Fig. 1: run 1, sequential cells grouped by signal name
Scale bar: 20 um. Other sequential cells in the stronger gray, the rest of the logic in the fainter gray.
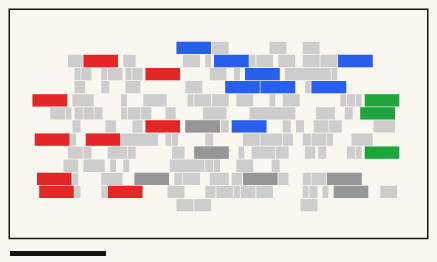
Fig. 2: run 1, placed cells, one color a class
Scale bar: 20 um.
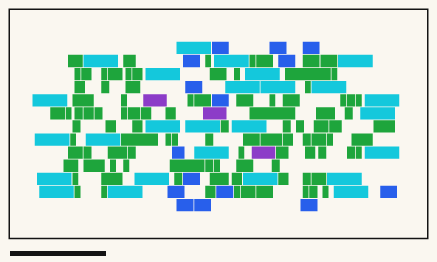
Fig. 3: run 1, logic cells by family
Scale bar: 20 um.
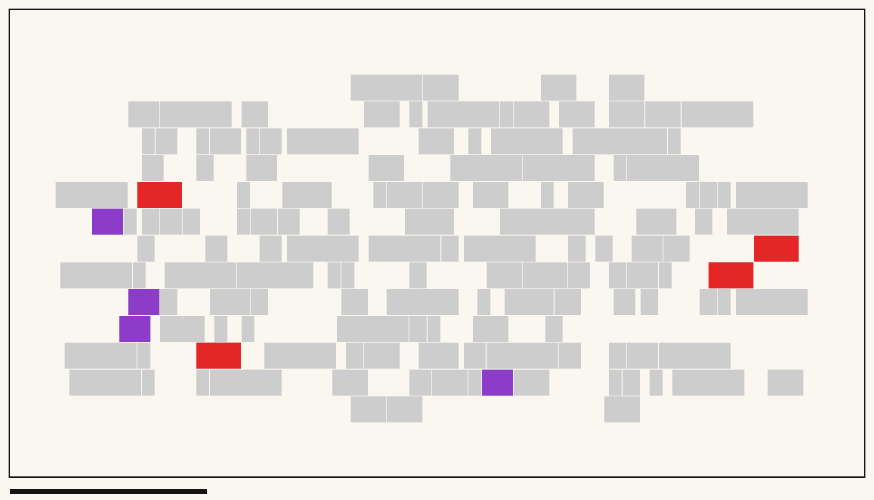
Fig. 4: run 1, routing congestion map
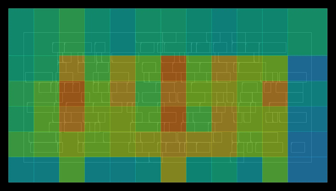
[src/rtl/uart_pkg.sv]
// Shared UART definitions: transmitter state encoding and baud-rate helpers.
package uart_pkg;

    typedef enum logic [2:0] {
        IDLE   = 3'd0,
        START  = 3'd1,
        DATA   = 3'd2,
        PARITY = 3'd3,
        STOP   = 3'd4
    } tx_state_e;

    function automatic int unsigned clks_per_bit(input int unsigned clk_freq,
                                                 input int unsigned baud);
        return clk_freq / baud;
    endfunction

    // Width of a counter that must hold 0..clks-1.
    function automatic int unsigned cnt_width(input int unsigned clks);
        return (clks > 1) ? $clog2(clks) : 1;
    endfunction

endpackage

[src/rtl/uart_tx_drain_if.sv]
// Passive FIFO read port: head visible while not empty, rd_en pops one entry.
interface uart_tx_drain_if #(
    parameter int unsigned WIDTH = 8
);
    logic             fifo_empty;
    logic [WIDTH-1:0] fifo_data;
    logic             fifo_rd_en;

    modport master (input fifo_empty, input fifo_data, output fifo_rd_en);
    modport slave  (output fifo_empty, output fifo_data, input fifo_rd_en);
endinterface

[src/rtl/uart_baud_tick.sv]
// Clearable modulo-CLKS_PER_BIT counter; bit_end_o marks the last cycle of a bit.
module uart_baud_tick
    import uart_pkg::*;
#(
    parameter int unsigned CLKS_PER_BIT = 434
) (
    input  logic clk,
    input  logic rst,
    input  logic clear_i,
    output logic bit_end_o
);
    localparam int unsigned   CW   = cnt_width(CLKS_PER_BIT);
    localparam logic [CW-1:0] LAST = CW'(CLKS_PER_BIT - 1);

    logic [CW-1:0] count_q, count_d;

    assign bit_end_o = (count_q == LAST);

    always_comb begin
        count_d = count_q + 1'b1;
        if (clear_i || bit_end_o) begin
            count_d = '0;
        end
    end

    always_ff @(posedge clk) begin
        if (rst) begin
            count_q <= '0;
        end else begin
            count_q <= count_d;
        end
    end
endmodule

[src/rtl/uart_tx_drain.sv]
// Drains the TX byte FIFO and serializes each byte as a UART frame on tx.
// Define UART_TX_PARITY_EN to insert an even-parity bit before the stop bit.
module uart_tx_drain
    import uart_pkg::*;
#(
    parameter int unsigned CLK_FREQ = 50000000,
    parameter int unsigned BAUD     = 115200,
    parameter int unsigned WIDTH    = 8
) (
    input  logic                   clk,
    input  logic                   rst,
    uart_tx_drain_if.master        fifo,
    output logic                   tx,
    output logic                   busy,
    output logic                   tx_done
);
    localparam int unsigned   C        = clks_per_bit(CLK_FREQ, BAUD);
    localparam int unsigned   IW       = (WIDTH > 1) ? $clog2(WIDTH) : 1;
    localparam logic [IW-1:0] LAST_IDX = IW'(WIDTH - 1);

    tx_state_e        state_q, state_d;
    logic [WIDTH-1:0] shift_q, shift_d;
    logic [IW-1:0]    idx_q, idx_d;
    logic             tx_q, tx_d;
    logic             rd_q, rd_d;
    logic             done_q, done_d;
    logic             bit_end;

    uart_baud_tick #(
        .CLKS_PER_BIT(C)
    ) u_tick (
        .clk       (clk),
        .rst       (rst),
        .clear_i   (state_q == IDLE),
        .bit_end_o (bit_end)
    );

    // tx is registered, so each transition loads the level of the bit that follows.
    always_comb begin
        state_d = state_q;
        shift_d = shift_q;
        idx_d   = idx_q;
        tx_d    = tx_q;
        rd_d    = 1'b0;
        done_d  = 1'b0;
        case (state_q)
            IDLE: begin
                if (!fifo.fifo_empty) begin
                    shift_d = fifo.fifo_data;
                    rd_d    = 1'b1;
                    tx_d    = 1'b0;
                    state_d = START;
                end
            end
            START: begin
                if (bit_end) begin
                    idx_d   = '0;
                    tx_d    = shift_q[0];
                    state_d = DATA;
                end
            end
            DATA: begin
                if (bit_end) begin
                    if (idx_q == LAST_IDX) begin
`ifdef UART_TX_PARITY_EN
                        tx_d    = ^shift_q;
                        state_d = PARITY;
`else
                        tx_d    = 1'b1;
                        state_d = STOP;
`endif
                    end else begin
                        idx_d = idx_q + 1'b1;
                        tx_d  = shift_q[idx_d];
                    end
                end
            end
`ifdef UART_TX_PARITY_EN
            PARITY: begin
                if (bit_end) begin
                    tx_d    = 1'b1;
                    state_d = STOP;
                end
            end
`endif
            STOP: begin
                if (bit_end) begin
                    done_d  = 1'b1;
                    state_d = IDLE;
                end
            end
            default: begin
                tx_d    = 1'b1;
                state_d = IDLE;
            end
        endcase
    end

    always_ff @(posedge clk) begin
        if (rst) begin
            state_q <= IDLE;
            shift_q <= '0;
            idx_q   <= '0;
            tx_q    <= 1'b1;
            rd_q    <= 1'b0;
            done_q  <= 1'b0;
        end else begin
            state_q <= state_d;
            shift_q <= shift_d;
            idx_q   <= idx_d;
            tx_q    <= tx_d;
            rd_q    <= rd_d;
            done_q  <= done_d;
        end
    end

    assign fifo.fifo_rd_en = rd_q;
    assign tx              = tx_q;
    assign tx_done         = done_q;
    assign busy            = (state_q != IDLE);
endmodule

[src/flat_wrapper.sv]
// flat-port wrapper written by rule: the top's interface ports become plain ports
module uart_tx_drain_flat import uart_pkg::*;
#(
    parameter int unsigned CLK_FREQ = 50000000,
    parameter int unsigned BAUD     = 115200,
    parameter int unsigned WIDTH    = 8
)
  (clk, rst, tx, busy, tx_done, fifo_fifo_empty, fifo_fifo_data, fifo_fifo_rd_en);
  uart_tx_drain_if #(.WIDTH(WIDTH)) fifo_i ();
  input  logic clk;
  input  logic rst;
  output logic tx;
  output logic busy;
  output logic tx_done;
  input wire logic [$bits(fifo_i.fifo_empty)-1:0] fifo_fifo_empty;
  input wire logic [$bits(fifo_i.fifo_data)-1:0] fifo_fifo_data;
  output wire logic [$bits(fifo_i.fifo_rd_en)-1:0] fifo_fifo_rd_en;
  assign fifo_i.fifo_empty = fifo_fifo_empty;
  assign fifo_i.fifo_data = fifo_fifo_data;
  assign fifo_fifo_rd_en = fifo_i.fifo_rd_en;
  uart_tx_drain #(.CLK_FREQ(CLK_FREQ), .BAUD(BAUD), .WIDTH(WIDTH)) u_core (.clk(clk), .rst(rst), .fifo(fifo_i), .tx(tx), .busy(busy), .tx_done(tx_done));
endmodule
[config.mk]
export PLATFORM = sky130hd
export DESIGN_NAME = uart_tx_drain_flat
export DESIGN_NICKNAME = d
export VERILOG_FILES = /design/src/rtl/uart_pkg.sv /design/src/rtl/uart_tx_drain_if.sv /design/src/rtl/uart_baud_tick.sv /design/src/rtl/uart_tx_drain.sv /design/src/flat_wrapper.sv
export SDC_FILE = /design/constraint.sdc
export NUM_CORES = 1
export LEC_CHECK = 0
export CORE_ASPECT_RATIO = 0.5
export CORE_MARGIN = 4
export CORE_UTILIZATION = 41
export CTS_CLUSTER_DIAMETER = 60
export DETAILED_ROUTE_END_ITERATION = 6
export PLACE_DENSITY_LB_ADDON = 0.05
export SETUP_SLACK_MARGIN = 0.02
export SYNTH_ARGS = -nofsm -noshare
export SYNTH_HDL_FRONTEND = slang
export SYNTH_HIERARCHICAL = 1
export SYNTH_SLANG_ARGS = --single-unit
[constraint.sdc]
create_clock -name clk -period 3.6 [get_ports clk]
set_input_delay 0.72 -clock clk [delete_from_list [all_inputs] [get_ports clk]]
set_output_delay 0.72 -clock clk [all_outputs]
set_load 0.02 [all_outputs]
==> run summary, run 1 <==
impl run done, here's what came out: total of max-cap violations 0, crit end category output pin, class of the most critical setup path reg -> out, status complete, no violations, Total Wirelength 2400 um, timing-limited maximum frequency 391 MHz, post-synthesis sequential area ratio 41.1%, Sinks on Clock Net 26, most numerous logic cells after layout sky130_fd_sc_hd__dfxtp_1, sky130_fd_sc_hd__nor2_1, sky130_fd_sc_hd__clkdlybuf4s50_1, post-synthesis instance total 132, critical hold path startpoint u_core/idx_q[2], horizontal die dimension 86.6 um, clk_skew 0.00295 ns, tap cell count 37, clock input transition at the sequential cells of the worst setup and hold paths 0.08 ns, cell with the most instances after synthesis sky130_fd_sc_hd__dfxtp_1, IO Port Bufs 14, flop2flop setup slack 1.41 ns, routability cong. 0.748, non-clock buffer contribution to total cell area 10.0%, FP Core Util 45.8%, share of the synthesized area in the top cell type 41.1%, top register by number of flip-flops u_core/u_tick/count_q, detailed-route DRC error count 0, antenna fix cells 0, combinational group power 0.0546 mW, total power of the final layout 0.518 mW, antenna viol nets, final 0, number of nets at the end of the flow 161
Back to the opening pictures, Fig. 1:
- blue: `u_core/shift_q` (placed flops 8)
- green: `u_core/idx_q` (placed flops 3)
- red: `u_core/u_tick/count_q` (placed flops 9)
- not colored: 6

Back to the opening pictures, Fig. 2:
- green: combinational and other logic (cells 100; share of their area 50%)
- purple: clock drivers (cells 3; share of their area 2.9%)
- cyan: flops (cells 26; share of their area 37%)
- blue: other buffers and delay cells (cells 15; share of their area 10%)
final cell utilization of the core: 53.2%
post-layout instance area: 1470 um^2
Cell Rows: 13

Back to the opening pictures, Fig. 3:
- red: adder and majority cells (cells 4)
- purple: XOR/XNOR gates (cells 4)
non-filler instance count after layout: 181
leading cell type in the layout, fill and taps excluded: sky130_fd_sc_hd__dfxtp_1
proportion of cell area occupied by multi-input gates: 47.6%

Back to the opening pictures, Fig. 4:
total global routing track utilization: 12.8%
Avg WL per Cell: 13.2 um
GR Util met1: 16.9%
met2 track utilization from global routing: 20.5%

==> run 1: layer usage <==
| metal | vias up | share of wire (%) |
|---|---|---|
| li1 | 498 | - |
| met1 | 435 | 53 |
| met4 | 0 | 0.33 |
| met3 | 2 | 3.4 |
| met5 | - | 0 |
| met2 | 15 | 43 |
==> run 1: cells by family (layout without fill, tap and decap cells) <==
group	count (synthesis)	count (layout)	share of synthesized area, %
muxes	12	12	12.2
buffers and inverters	10	22	3.75
and+or+nand+nor	54	54	23.9
AOI/OAI and AO/OA	22	22	12.3
DFF	26	26	41.1
xor gates and xnor gates	4	4	2.76
adders and majority gates	4	4	3.95
Fig. 5: run 1, sizing map
Scale bar: 20 um.
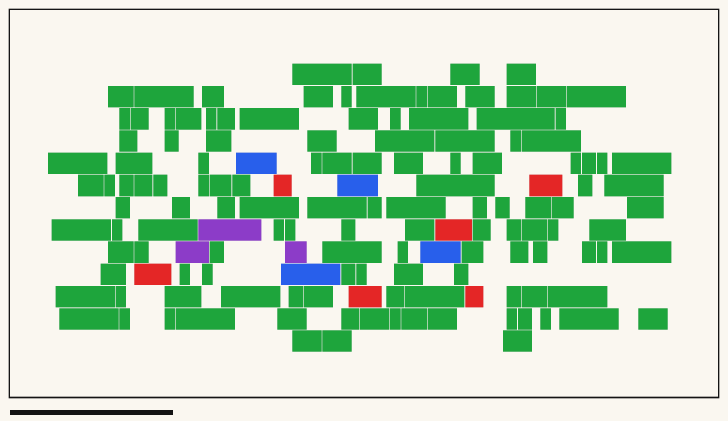

==> run 1 -> run 2 <==
==> constraint.sdc (replaced) <==
create_clock -name clk -period 2.6 [get_ports clk]
set_input_delay 0.52 -clock clk [delete_from_list [all_inputs] [get_ports clk]]
set_output_delay 0.52 -clock clk [all_outputs]
set_load 0.02 [all_outputs]
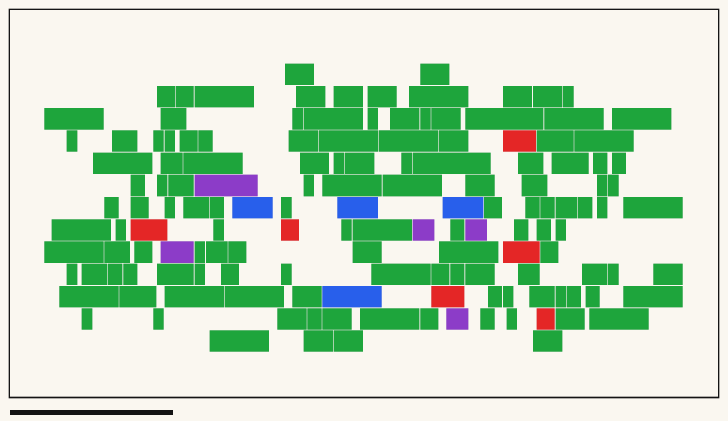
Fig. 6. Sizing map (run 2).
Scale bar: 20 um.
- purple: _3 and _4 cells (cells 5; share 3.4%; most used buf_4)
- green: _0 and _1 cells (cells 131; share 90%; most used dfxtp_1)
- blue: _6 and larger (cells 4; share 2.7%; most used clkbuf_8)
- red: _2 cells (cells 6; share 4.1%)

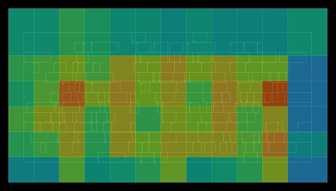
Fig. 7. Routing congestion map (run 2).
total global routing track utilization: 12.5%
Top Usage Layer GRT: met2
met2 track utilization from global routing: 19.8%
GR Util met1: 16.9%
Avg WL per Cell: 12.9 um

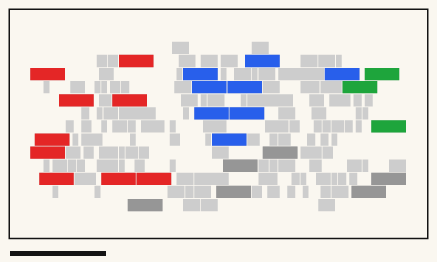
Fig. 8. Sequential cells grouped by signal name (run 2).
Scale bar: 20 um. Other sequential cells in the stronger gray, the rest of the logic in the fainter gray.
- red: `u_core/u_tick/count_q` (placed flops 9)
- green: `u_core/idx_q` (placed flops 3)
- blue: `u_core/shift_q` (placed flops 8)
- not colored: 6
Sequential Power: 0.420 mW
Seq. cell area: 520 um^2

==> run 2 against run 1 <==
Against the previous run: cell area rose by 1.0%; combinational power rose by 42%; register-to-register slack got worse by 0.93 ns; hold slack improved by 0.0057 ns; global-route usage fell by 0.29 points; sequential share of layout area fell by 0.36 points; sequential cell count did not move; die area did not move; cell count rose by 1.1%; worst setup slack got worse by 0.72 ns; largest cell class unchanged.
==> run summary, run 2 <==
impl run done, here's what came out: status complete, no violations, non-filler instance count after layout 183 (+1.1%), XOR/XNOR Area Share 2.76% (unchanged), Dominant comb cell simple AND/OR/NAND/NOR gates, FP Core Util 45.8% (unchanged), tap cell count 37 (unchanged), share of the synthesized area in the top cell type 41.1% (unchanged), IO Port Bufs 14 (unchanged), class of the most critical setup path reg -> out, antenna viol nets, final 0 (unchanged), Total Wirelength 2360 um (-1.4%), clk_skew 0.00574 ns (+0.00279 ns), leading cell type in the layout, fill and taps excluded sky130_fd_sc_hd__dfxtp_1, clock input transition at the sequential cells of the worst setup and hold paths 0.09 ns (about the same), critical hold path startpoint u_core/idx_q[1], post-layout instance area 1490 um^2 (+1.0%), timing-limited maximum frequency 439 MHz, Sinks on Clock Net 26 (unchanged), post-synthesis sequential area ratio 41.1% (unchanged), flop2flop setup slack 0.48 ns (-0.93 ns), horizontal die dimension 86.6 um (unchanged), post-synthesis instance total 132 (unchanged), area fraction in and, or, nand and nor cells after synthesis 23.9% (unchanged), antenna fix cells 0 (unchanged), non-clock buffer contribution to total cell area 11.0% (+0.91 points), area-dominant cell class after layout logic gates, Multiplexer share 12.2% (unchanged), final cell utilization of the core 53.7% (+0.54 points), total of max-cap violations 0 (unchanged), Placed Instances 180, number of nets at the end of the flow 163 (+1.2%), most numerous logic cells after layout sky130_fd_sc_hd__dfxtp_1, sky130_fd_sc_hd__nor2_1, sky130_fd_sc_hd__clkdlybuf4s50_1, top register by number of flip-flops u_core/u_tick/count_q, routability cong. 0.752 (+0.63%), cell with the most instances after synthesis sky130_fd_sc_hd__dfxtp_1, synthesized-area fraction occupied by ao, oa, aoi and oai cells 12.3% (unchanged)
[run 2: cell counts after synthesis]
Identical to the previous run, type by type.
[run 2: report_power, final]
part / internal [mW] / switching [mW] / total, mW / leakage, nW
Clock: 0.104 / 0.120 / 0.224 / 0.0216
Sequential: 0.410 / 0.00962 / 0.420 / 0.212
Combinational: 0.0425 / 0.0350 / 0.0775 / 0.308
Total: 0.557 / 0.165 / 0.722 / 0.541
[run 2: per-layer routing]
metal,part of all wire [%],vias to the layer above,global-route usage (%)
met3,2.5,2,4.73
met5,0,-,0
li1,-,507,-
met4,0.34,0,1.86
met2,43,4,19.8
met1,54,438,16.9
[run 2: kinds of logic after synthesis]
group | Yosys count
and+or+nand+nor | 54
buffers and inverters | 10
AOI/OAI and AO/OA | 22
xor gates and xnor gates | 4
adders and majority gates | 4
muxes | 12
DFF | 26
==> run 2 -> run 3 <==
--- a/config.mk
+++ b/config.mk
@@ -16,3 +16,4 @@
 export SYNTH_HDL_FRONTEND = slang
 export SYNTH_HIERARCHICAL = 1
 export SYNTH_SLANG_ARGS = --single-unit
+export TNS_END_PERCENT = 10
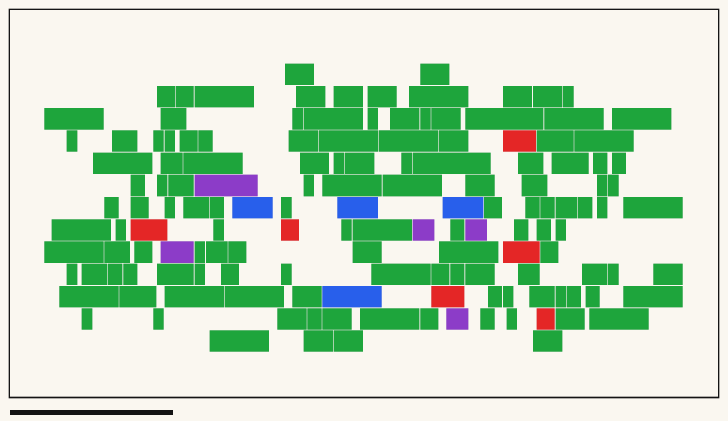
Fig. 9. Sizing map (run 3).
Scale bar: 20 um.
- blue: _6 and larger (cells 4; share 2.7%; most used clkbuf_8)
- purple: _3 and _4 cells (cells 5; share 3.4%; most used buf_4)
- red: _2 cells (cells 6; share 4.1%)
- green: _0 and _1 cells (cells 131; share 90%; most used dfxtp_1)

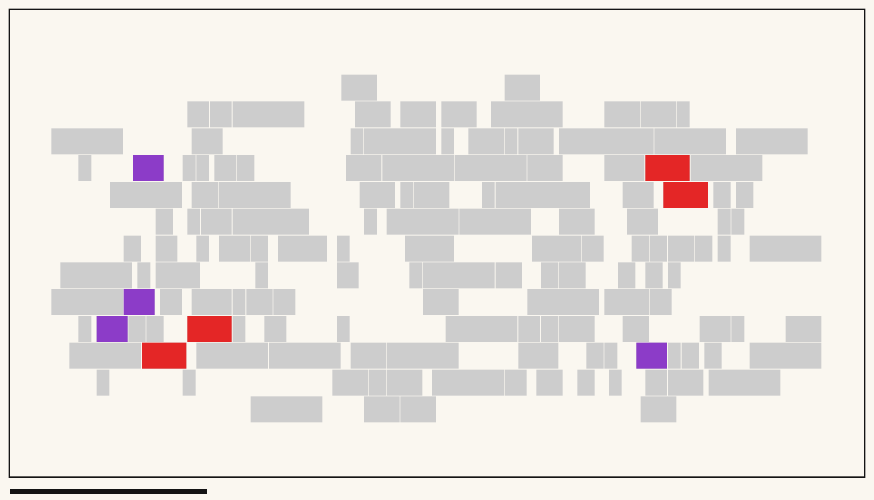
Fig. 10. Logic cells by family (run 3).
Scale bar: 20 um.
- red: adder and majority cells (cells 4)
- purple: XOR/XNOR gates (cells 4)
non-filler instance count after layout: 183
proportion of cell area occupied by multi-input gates: 47.1%

==> run 3 against run 2 <==
Against the previous run: first-iteration DRC count unchanged; cell area stayed put; global-route usage unchanged; wire length stayed put; clock skew did not move; worst setup slack stayed put; critical path depth is the same; sequential share of layout area is the same; hold slack unchanged; power unchanged; critical endpoint unchanged; largest cell class unchanged.
==> run summary, run 3 <==
impl run done, here's what came out: most numerous logic cells after layout sky130_fd_sc_hd__dfxtp_1, sky130_fd_sc_hd__nor2_1, sky130_fd_sc_hd__clkdlybuf4s50_1, number of nets at the end of the flow 163 (unchanged), top register by number of flip-flops u_core/u_tick/count_q, clock input transition at the sequential cells of the worst setup and hold paths 0.09 ns (about the same), flop2flop setup slack 0.48 ns (about the same), combinational group power 0.0775 mW (about the same), Placed Instances 180 (unchanged), status complete, no violations, class of the most critical setup path reg -> out, tap cell count 37 (unchanged), critical hold path startpoint u_core/idx_q[1], routability cong. 0.752 (unchanged), antenna fix cells 0 (unchanged), non-clock buffer contribution to total cell area 11.0% (unchanged), heaviest power group sequential cells, horizontal die dimension 86.6 um (unchanged), post-synthesis sequential area ratio 41.1% (unchanged), post-synthesis instance total 132 (unchanged), area-dominant cell class after layout logic gates, Net Sw Power 0.165 mW (unchanged), Reg power frac 58.2% (about the same), internal power consumption 0.557 mW (unchanged), clk_skew 0.00574 ns (unchanged), final cell utilization of the core 53.7% (unchanged), timing-limited maximum frequency 439 MHz (unchanged), cell with the most instances after synthesis sky130_fd_sc_hd__dfxtp_1, net switching share of the total power 22.9% (unchanged)
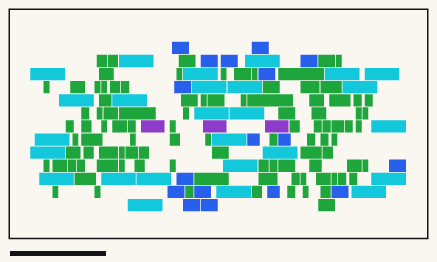
Fig. 11. Placed cells, one color a class (run 3).
Scale bar: 20 um.
- green: combinational and other logic (cells 100; share of their area 50%)
- blue: other buffers and delay cells (cells 17; share of their area 11%)
- cyan: flops (cells 26; share of their area 36%)
- purple: clock drivers (cells 3; share of their area 2.9%)
fraction of area in registers: 35.0%
Core Area: 2770 um^2

[run 3: cell counts after synthesis]
No cell type changed its count.
[run 3: logic make-up after synthesis]
logic type / after synthesis / share of synthesized area [%]
buffers and inverters: 10 / 3.75
XOR/XNOR: 4 / 2.76
AND-OR/OR-AND: 22 / 12.3
multiplexers: 12 / 12.2
adder cells (fa/ha/maj): 4 / 3.95
flip-flops: 26 / 41.1
AND/OR/NAND/NOR: 54 / 23.9
[run 3: per-layer routing]
layer | global-route usage (%) | up-vias | part of all wire [%]
li1 | - | 507 | -
met1 | 16.9 | 438 | 54
met2 | 19.8 | 4 | 43
met3 | 4.73 | 2 | 2.5
met4 | 1.86 | 0 | 0.34
met5 | 0 | - | 0
Power is estimated from default activity; no workload was simulated.
